**config.mk**
```make
export PLATFORM = sky130hd
export DESIGN_NAME = uart_tx_arbiter_flat
export DESIGN_NICKNAME = d
export VERILOG_FILES = /design/src/rtl/uart_tx_arbiter_if.sv /design/src/rtl/uart_tx_arbiter.sv /design/src/flat_wrapper.sv
export SDC_FILE = /design/constraint.sdc
export NUM_CORES = 1
export LEC_CHECK = 0
export ABC_CLOCK_PERIOD_IN_PS = 3450
export CAP_MARGIN = 20
export CORE_ASPECT_RATIO = 2
export CORE_MARGIN = 5
export CORE_UTILIZATION = 54
export DETAILED_ROUTE_END_ITERATION = 8
export GPL_ROUTABILITY_DRIVEN = 0
export MAX_ROUTING_LAYER = met4
export PLACE_DENSITY = 0.85
export SYNTH_ARGS = -nofsm -noshare
export SYNTH_HDL_FRONTEND = slang
export SYNTH_SLANG_ARGS = --single-unit
```
**constraint.sdc**
```tcl
create_clock -name clk -period 3.45 [get_ports clk]
set_input_delay 0.69 -clock clk [delete_from_list [all_inputs] [get_ports clk]]
set_output_delay 0.69 -clock clk [all_outputs]
set_load 0.005 [all_outputs]
```
**src/rtl/uart_tx_arbiter_if.sv**
```systemverilog
`default_nettype none
// ----------------------------------------------------------------------------
// uart_tx_arbiter_if : producer / arbiter / UART TX core handshake bundle
// Revision 1.0 - initial release
// ----------------------------------------------------------------------------
interface uart_tx_arbiter_if #(
  parameter int NUM_REQ = 3
);
  logic [NUM_REQ-1:0]   req;
  logic [NUM_REQ*8-1:0] req_data;
  logic [NUM_REQ-1:0]   req_last;
  logic [NUM_REQ-1:0]   req_ack;
  logic [NUM_REQ-1:0]   grant;
  logic                 tx_start;
  logic [7:0]           tx_data;
  logic                 tx_busy;
  logic                 arb_busy;

  modport master (
    output req, req_data, req_last, tx_busy,
    input  req_ack, grant, tx_start, tx_data, arb_busy
  );

  modport slave (
    input  req, req_data, req_last, tx_busy,
    output req_ack, grant, tx_start, tx_data, arb_busy
  );
endinterface
`default_nettype wire

```
**src/rtl/uart_tx_arbiter.sv**
```systemverilog
`default_nettype none
// ----------------------------------------------------------------------------
// uart_tx_arbiter : packet-granular round-robin sharing of one UART transmitter
// Revision 1.0 - initial release
// ----------------------------------------------------------------------------
module uart_tx_arbiter #(
  parameter int NUM_REQ   = 3,
  parameter int STALL_MAX = 1024,
  parameter int BUSY_WAIT = 4
) (
  input  logic             clk,
  input  logic             rst_n,
  uart_tx_arbiter_if.slave bus
);

  localparam int IDX_W = (NUM_REQ > 1) ? $clog2(NUM_REQ) : 1;
  localparam int STL_W = $clog2(STALL_MAX + 1);
  localparam int BSY_W = $clog2(BUSY_WAIT + 1);
  localparam logic [IDX_W-1:0] C_LAST_IDX = IDX_W'(NUM_REQ - 1);

  typedef enum logic [1:0] {
    IDLE      = 2'd0,
    LOAD      = 2'd1,
    WAIT_BUSY = 2'd2,
    WAIT_DONE = 2'd3
  } state_t;

  state_t             state_q,    state_d;
  logic [NUM_REQ-1:0] grant_q,    grant_d;
  logic [IDX_W-1:0]   owner_q,    owner_d;
  logic [NUM_REQ-1:0] req_ack_q,  req_ack_d;
  logic               tx_start_q, tx_start_d;
  logic [7:0]         tx_data_q,  tx_data_d;
  logic               arb_busy_q, arb_busy_d;
  logic [IDX_W-1:0]   rr_ptr_q,   rr_ptr_d;
  logic [STL_W-1:0]   stall_q,    stall_d;
  logic [BSY_W-1:0]   busy_cnt_q, busy_cnt_d;
  logic               last_q,     last_d;

  logic               pick_vld;
  logic [IDX_W-1:0]   pick_idx;
  logic [IDX_W:0]     cand;
  logic [IDX_W-1:0]   next_ptr;

  // First requester at or after rr_ptr, wrapping from NUM_REQ-1 back to 0.
  always_comb begin
    pick_vld = 1'b0;
    pick_idx = '0;
    cand     = '0;
    for (int k = 0; k < NUM_REQ; k++) begin
      cand = {1'b0, rr_ptr_q} + (IDX_W+1)'(k);
      if (cand >= (IDX_W+1)'(NUM_REQ)) begin
        cand = cand - (IDX_W+1)'(NUM_REQ);
      end
      if (!pick_vld && bus.req[cand[IDX_W-1:0]]) begin
        pick_vld = 1'b1;
        pick_idx = cand[IDX_W-1:0];
      end
    end
  end

  assign next_ptr = (owner_q == C_LAST_IDX) ? '0 : owner_q + IDX_W'(1);

  always_comb begin
    state_d    = state_q;
    grant_d    = grant_q;
    owner_d    = owner_q;
    req_ack_d  = '0;
    tx_start_d = 1'b0;
    tx_data_d  = tx_data_q;
    arb_busy_d = arb_busy_q;
    rr_ptr_d   = rr_ptr_q;
    stall_d    = stall_q;
    busy_cnt_d = busy_cnt_q;
    last_d     = last_q;

    unique case (state_q)
      IDLE: begin
        if (pick_vld) begin
          grant_d    = NUM_REQ'(1) << pick_idx;
          owner_d    = pick_idx;
          arb_busy_d = 1'b1;
          stall_d    = '0;
          state_d    = LOAD;
        end
      end

      LOAD: begin
        // A busy TX core freezes both loading and stall accounting.
        if (!bus.tx_busy) begin
          if (bus.req[owner_q]) begin
            tx_data_d         = bus.req_data[{owner_q, 3'b000} +: 8];
            tx_start_d        = 1'b1;
            req_ack_d[owner_q] = 1'b1;
            last_d            = bus.req_last[owner_q];
            stall_d           = '0;
            busy_cnt_d        = '0;
            state_d           = WAIT_BUSY;
          end else if (stall_q == STL_W'(STALL_MAX - 1)) begin
            grant_d    = '0;
            arb_busy_d = 1'b0;
            rr_ptr_d   = next_ptr;
            stall_d    = '0;
            state_d    = IDLE;
          end else begin
            stall_d = stall_q + STL_W'(1);
          end
        end
      end

      WAIT_BUSY: begin
        if (bus.tx_busy || (busy_cnt_q == BSY_W'(BUSY_WAIT - 1))) begin
          busy_cnt_d = '0;
          state_d    = WAIT_DONE;
        end else begin
          busy_cnt_d = busy_cnt_q + BSY_W'(1);
        end
      end

      WAIT_DONE: begin
        if (!bus.tx_busy) begin
          if (last_q) begin
            grant_d    = '0;
            arb_busy_d = 1'b0;
            rr_ptr_d   = next_ptr;
            state_d    = IDLE;
          end else begin
            state_d = LOAD;
          end
        end
      end

      default: state_d = IDLE;
    endcase
  end

  always_ff @(posedge clk or negedge rst_n) begin
    if (!rst_n) begin
      state_q    <= IDLE;
      grant_q    <= '0;
      owner_q    <= '0;
      req_ack_q  <= '0;
      tx_start_q <= 1'b0;
      tx_data_q  <= 8'h00;
      arb_busy_q <= 1'b0;
      rr_ptr_q   <= '0;
      stall_q    <= '0;
      busy_cnt_q <= '0;
      last_q     <= 1'b0;
    end else begin
      state_q    <= state_d;
      grant_q    <= grant_d;
      owner_q    <= owner_d;
      req_ack_q  <= req_ack_d;
      tx_start_q <= tx_start_d;
      tx_data_q  <= tx_data_d;
      arb_busy_q <= arb_busy_d;
      rr_ptr_q   <= rr_ptr_d;
      stall_q    <= stall_d;
      busy_cnt_q <= busy_cnt_d;
      last_q     <= last_d;
    end
  end

  assign bus.grant    = grant_q;
  assign bus.req_ack  = req_ack_q;
  assign bus.tx_start = tx_start_q;
  assign bus.tx_data  = tx_data_q;
  assign bus.arb_busy = arb_busy_q;

endmodule
`default_nettype wire

```
**src/flat_wrapper.sv**
```systemverilog
// flat-port wrapper written by rule: the top's interface ports become plain ports
module uart_tx_arbiter_flat 
#(
  parameter int NUM_REQ   = 3,
  parameter int STALL_MAX = 1024,
  parameter int BUSY_WAIT = 4
)
  (clk, rst_n, bus_req, bus_req_data, bus_req_last, bus_tx_busy, bus_req_ack, bus_grant, bus_tx_start, bus_tx_data, bus_arb_busy);
  uart_tx_arbiter_if #(.NUM_REQ(NUM_REQ)) bus_i ();
  input  logic clk;
  input  logic rst_n;
  input wire logic [$bits(bus_i.req)-1:0] bus_req;
  input wire logic [$bits(bus_i.req_data)-1:0] bus_req_data;
  input wire logic [$bits(bus_i.req_last)-1:0] bus_req_last;
  input wire logic [$bits(bus_i.tx_busy)-1:0] bus_tx_busy;
  output wire logic [$bits(bus_i.req_ack)-1:0] bus_req_ack;
  output wire logic [$bits(bus_i.grant)-1:0] bus_grant;
  output wire logic [$bits(bus_i.tx_start)-1:0] bus_tx_start;
  output wire logic [$bits(bus_i.tx_data)-1:0] bus_tx_data;
  output wire logic [$bits(bus_i.arb_busy)-1:0] bus_arb_busy;
  assign bus_i.req = bus_req;
  assign bus_i.req_data = bus_req_data;
  assign bus_i.req_last = bus_req_last;
  assign bus_i.tx_busy = bus_tx_busy;
  assign bus_req_ack = bus_i.req_ack;
  assign bus_grant = bus_i.grant;
  assign bus_tx_start = bus_i.tx_start;
  assign bus_tx_data = bus_i.tx_data;
  assign bus_arb_busy = bus_i.arb_busy;
  uart_tx_arbiter #(.NUM_REQ(NUM_REQ), .STALL_MAX(STALL_MAX), .BUSY_WAIT(BUSY_WAIT)) u_core (.clk(clk), .rst_n(rst_n), .bus(bus_i));
endmodule
```
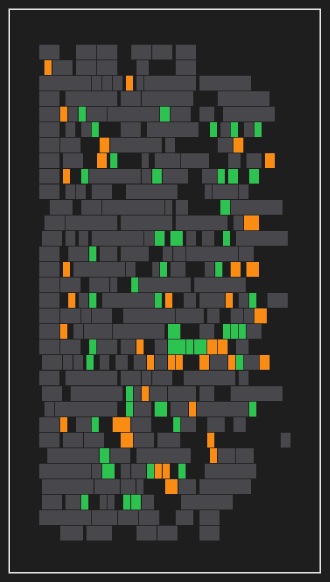
(images/gate_families.png)
NAND gates -> green  # cells 46
NOR gates -> orange  # cells 36

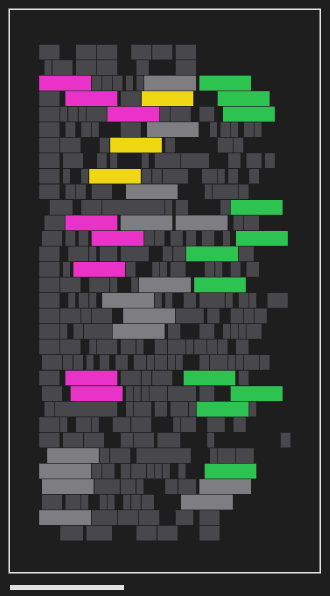
(images/registers.png)
The bar under the picture is 20 um long. Other sequential cells in the stronger grey, the rest of the logic in the fainter grey.
u_core.bus.req_ack -> yellow  # placed flops 3
u_core.stall_q -> green  # placed flops 11
u_core.bus.tx_data -> magenta  # placed flops 8
not coloured = 15
Seq area share: 33.6%
post-layout util: 71.7%

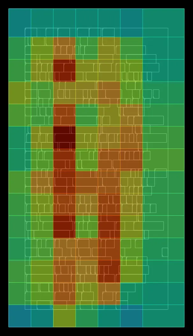
(images/final_congestion.png)
GR Util met3: 5.14%
drt wl/cell: 14.9 um
met2 usage: 36.7%
All-Layer GR Usage: 21.6%

==> ci_impl_report.md <==
## Synthesis and layout report

| Metric | Value |
|---|---|
| Status | `completed` |
| Reg power frac | `33.0%` |
| Final number of hold-violating endpoints | `0` |
| Via count | `1884` |
| Area delta synth->final | `30.4%` |
| PwrDens | `755 nW/um^2` |
| Mapped Nets | `276` |
| CP Cell Sequence | `clkdlybuf4s50_1, mux2i_1, nor2_1, a21oi_1, or3_1, a221oi_1, a21oi_1` |
| Final worst setup slack | `0.910 ns` |
| Initial antenna violation count | `0` |
| Die width | `54.3 um` |
| CP Capture Type | `register` |
| TritonRoute pass-1 iters | `4` |
| Mux share | `7.28%` |
| Final setup viols | `0` |
| Clock Sinks | `37` |
| Post-CTS Hold Buffers | `0` |
| Cell count in the Yosys report | `237` |
| TAP cells | `51` |
| Rows | `32` |
| Max-cap violations | `0` |
| Worst hold endpoint | `u_core.bus.arb_busy` |
| Adder share | `3.55%` |
| Routed met1 length | `1770 um` |
| R2R Path Start | `u_core.owner_q[0]` |
| Largest class | `logic gates` |
| Fmax | `394 MHz` |
| Pwr top | `combinational logic` |
| Post-synth cell types | `44` |
| Layout cells sized above 1 | `7.39%` |
| Post-synth EDFFs | `0` |
| Most frequent cells in the layout | `clkdlybuf4s50_1, dfrtp_1, nand2_1` |
| First-pass GRT wire length | `8480 um` |
| Non-clock inverter count in the final layout | `10` |
| Hold path cells | `1` |
| 1st-iter DRT viols | `59` |
| Die H | `98.5 um` |
| ClkCell Share | `4.99%` |
| Power in combinational cells | `947 uW` |
| MI comb area | `1100 um^2` |
| Yosys chip area | `2110 um^2` |
| Placement Setup Slack | `0.625 ns` |
| CTS Root Cell | `clkbuf_8` |
| DP Area | `2620 um^2` |
| Critical Path Start | `bus_req[2]` |
| OpenROAD warning count | `28` |
| CTS-repair resized insts | `0` |
| Register area share after synthesis | `43.8%` |
| Num CTS Buffers | `5` |
| Synth logic family | `simple AND/OR/NAND/NOR gates` |
| Vias per cell | `5.62` |
| Routed WL | `4980 um` |
| Final instance area | `2760 um^2` |
| Combinational share of cell area | `39.9%` |
| Seq cells | `37` |
| P_seq | `686 uW` |
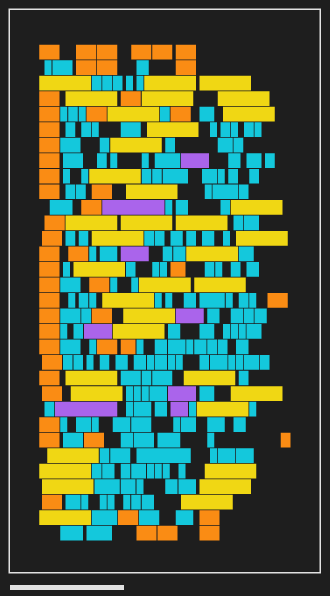
(images/cell_classes.png)
The bar under the picture is 20 um long.
flops -> yellow  # cells 37, share of their area 34%
other buffers and delay cells -> orange  # cells 50, share of their area 18%
all other logic -> cyan  # cells 189, share of their area 42%
clock drivers and dummy loads -> purple  # cells 8, share of their area 5.1%

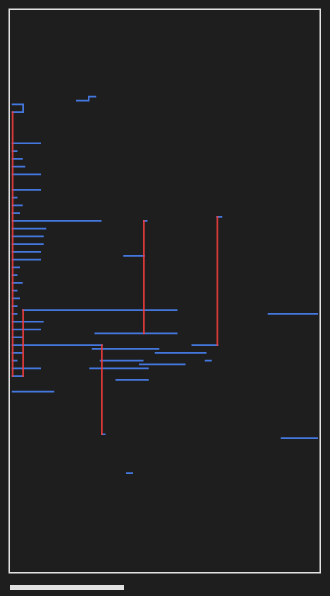
(images/metal_stack.png)
The bar under the picture is 20 um long. Only two layers are drawn.
met4 -> red  # wire length 116 um
met3 -> blue  # wire length 241 um

Power and IR drop assume default switching activity.
